Register map, names as in the netlist:
The bar under the picture is 20 µm long.
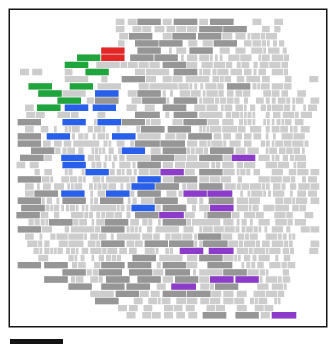
Gate-type map:
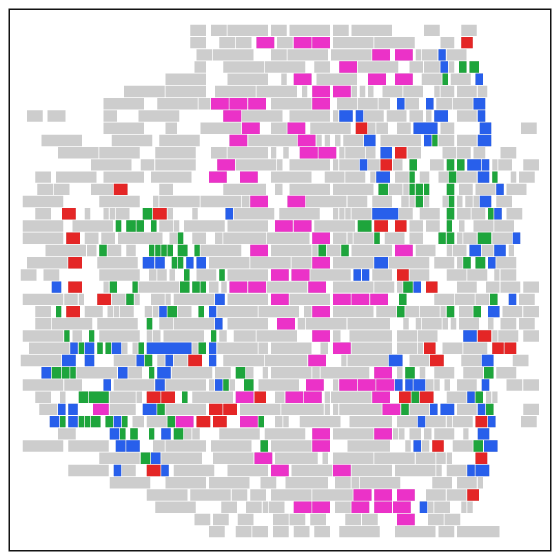
==> config.mk <==
export PLATFORM = sky130hd
export DESIGN_NAME = pic_window_sched
export DESIGN_NICKNAME = d
export VERILOG_FILES = /design/src/rtl/pic_sched_pkg.sv /design/src/rtl/win_hit.sv /design/src/rtl/pic_window_sched.sv
export SDC_FILE = /design/constraint.sdc
export NUM_CORES = 1
export LEC_CHECK = 0
export CAP_MARGIN = 20
export CORE_MARGIN = 2
export CORE_UTILIZATION = 57
export DETAILED_ROUTE_END_ITERATION = 8
export GPL_ROUTABILITY_DRIVEN = 0
export GPL_TIMING_DRIVEN = 0
export PLACE_DENSITY = 0.84
export SLEW_MARGIN = 40
export SYNTH_ARGS = -nofsm -noshare
export SYNTH_HDL_FRONTEND = slang
export SYNTH_HIERARCHICAL = 1
export SYNTH_SLANG_ARGS = --single-unit
==> constraint.sdc <==
create_clock -name pix_clk -period 8.68 [get_ports pix_clk]
set_input_delay 1.736 -clock pix_clk [delete_from_list [all_inputs] [get_ports pix_clk]]
set_output_delay 1.736 -clock pix_clk [all_outputs]
set_load 0.01 [all_outputs]
==> results.toml <==
# flow metrics
[die]
die_x_um = 120.1
die_h_um = 120.1
rows = 42
fp_util_pct = 58.29
io-pin-count = 74
chip_area_um2 = 14430
core_area_um2 = 13190

[yosys]
ys_seq_share_pct = 44.15
synth_top_area_share_pct = 39.71
async_reset_ff_share_pct = 100.0
aoi_share_pct = 11.90
top_area_cell = "dfrtp_1"
common_cells = "dfrtp_1 (122), ha_1 (74), mux2_2 (74)"
edf_count = 0
adder_share_pct = 12.04
mux_share_pct = 10.97
synth_cell_types = 56
numSynthFlops = 135
yosys.area_share.simple_pct = 11.60
synthTopCellsByArea = "dfrtp_1 (40%), ha_1 (12%), mux2_2 (11%)"
most_common_cell = "dfrtp_1"
synthCells = 709
ys_chip_area_um2 = 7689
synth_area_um2 = 7689
synthXorXnorAreaFrac_pct = 4.670
synth_warnings = 6
topCombFamilyByArea = "adder cells"
syn_avg_cell_area_um2 = 10.84
fp_nets = 836
ys_cells = 709
ff_type = "dfrtp_1"

[cts]
cts.path.max_buffers = 2
cts-htree-levels = 4
cts_tree = "built"
cts_hold_buf = 0
cts_resized = 0
cts-root-buf = "clkbuf_16"
cts_sinks = 135
clk_pin_slew_ns = 0.06
numCtsBuffers = 17
post_cts_buffers = 0
clock_latency_ns = 0.42

[setup_path]
path_max_fanout = 10
criticalPathCategory = "primary input to flop"
cp.arrival_ns = 6.57
worst_ep_required_time_ns = 9.01
critPathMaxStageDelay_ns = 0.67
cp-end-kind = "flop"
cp_common_cell = "ha_1"
cp_slowest_cell = "nor4b_2"
worstPathCellList = "clkdlybuf4s50_1 -> ha_1 -> o2111ai_1 -> nor2_1 -> xor2_1 -> ha_1 -> nand4_1 -> a211oi_1 -> or4_1 -> a211o_1 -> nor4b_2 -> nand3_1 -> a41oi_4 -> buf_6 -> o21ai_1 -> a31oi_1"
r2r_cells = 13
r2r_slack_ns = 4.46
crit_path_start_kind = "primary input"

[global_route]
grt.total_usage_pct = 26.28
grt_overflow = 0
antenna_found_initial = 0
grt_pass1_vias = 6071
grt_pass1_wl_mm = 29.59
grt_start_max_net_pins = 85

[final_timing]
rsz0062_at_grt = "false"
max-slew-margin-rel_pct = 45.19
worst_slew_pin_slew_ns = 0.8015
finalMaxSlewViolations = 0
tns_ns = 0
setup_viol = 0
hold_viol_final = 0
fin_worst_skew_ns = 0.01359
max_freq_ghz = 0.1602
min_period_over_period_pct = 71.89
timing.final.crit_period_ns = 6.240

[drt]
wl_met1_mm = 7.599
drtIter0Drc = 415
met2_length_mm = 9.299
highest_layer = "met4"
avgRoutedWirePerCell_um = 18.43
first_pass_iters = 5
avgViaCountPerCell = 6.012
dr_wl_met3_mm = 1.000
vias = 5958
wl_mm = 18.27
ant_nets = 0
drcViolationCount = 0

[pwr]
peakVddDrop_mv = 0.1538
seq_power_share_pct = 36.6
p_sw_share_pct = 34.31
p_switching_mw = 0.9023
p_leak_nw = 4.238
p_per_area_nw_per_um2 = 283.6
p_int_mw = 1.727
pwr-share-clk_pct = 27.1
p_comb_share_pct = 36.3

[job]
maxCapViolCount = 0
warnings = 28

[finish]
nNetsFinal = 929
postLayoutCellArea_um2 = 9273
syn_to_final_growth_pct = 20.60
num-fill-cells = 914
n_antenna_cell = 0
drive_above_1_share_pct = 18.77

[placed_design]
post-place-cells = 959
post_dp_cell_area_um2 = 8681
port_buffers = 73
dpl.hpwl_mm = 13.20

[min_path]
min_path_type = "flop to flop"
hold_depth = 0

[status]
status = "finished clean"
## Picture notes: 'register map, names as in the netlist'
| name in the netlist | colour | placed flops |
|---|---|---|
| win_sel_out | red | 2 |
| tag_pipe | green | 8 |
| y0_q | purple | 12 |
| cnt1 | blue | 16 |
not coloured: 97
P_seq: 0.963 mW
flop share of the area: 36.61%
final core utilization: 70.30%
Flop area: 3395 µm²

## Picture notes: 'gate-type map'
| family | colour | cells |
|---|---|---|
| aoi and oai cells | blue | 93 |
| mux cells | magenta | 75 |
| nand cells | green | 103 |
| non-inverting ao/oa cells | red | 36 |
multi-input combinational area share: 42.50%
non-filler instance count after layout: 991
Commonest Layout Cell: dfrtp_1

==> final cells by class <==
type,instances,area (µm²),area share [%]
inverters,63,244.0,2.631
well taps,176,220.2,2.375
multi-input cells,491,3941,42.50
clock inverters,11,121.4,1.309
plain buffers,20,122.6,1.322
clock buffers,21,470.5,5.074
flip-flops and latches,135,3395,36.61
repair buffers,74,758.2,8.177
==> routing by layer <==
layer / vias up / track usage (%)
li1: 2741 / -
met1: 2975 / 32.55
met2: 206 / 45.53
met3: 36 / 5.561
met4: 0 / 9.118
met5: - / 0
==> critical path: cells and delay by family <==
family / cells / cell delay [ns]
compound gates: 6 / 1.48
xor+xnor: 1 / 0.24
fa+ha+maj: 2 / 0.59
buf+inv: 2 / 0.73
simple gates: 5 / 1.82
==> cell usage in the layout, fill, tap and decap left out, types with 24 or more instances in the layout <==
cell type          n
nor2_1            31
dfrtp_1          122
inv_1             61
clkdlybuf4s50_1   73
nand3_1           36
xnor2_1           24
a21oi_1           33
mux2_2            74
ha_1              74
nand2_1           45
==> stage by stage <==
step / utilization [%] / total power [mW] / hold WS, ns / setup WS, ns
final: 70.30 / 2.630 / 0.3459 / 2.440
after global routing: 70.30 / 2.792 / 0.3516 / 2.286
after CTS: 70.30 / 2.625 / 0.3469 / 2.534
after detailed placement: 65.81 / 1.893 / 0.3347 / 2.176
after global placement: 65.50 / 1.800 / 0.3397 / 1.839
after floorplan: - / 1.606 / 0.3312 / 3.279
==> power by group through the flow <==
stage	Clock [mW]	Combinational (mW)	Sequential (mW)
after floorplan	0	0.692	0.914
after global placement	0	0.850	0.950
after detailed placement	0	0.928	0.965
after CTS	0.719	0.947	0.959
after global routing	0.751	1.06	0.983
final	0.712	0.955	0.963
No activity file was given, so power comes from the tool's default toggle rates.
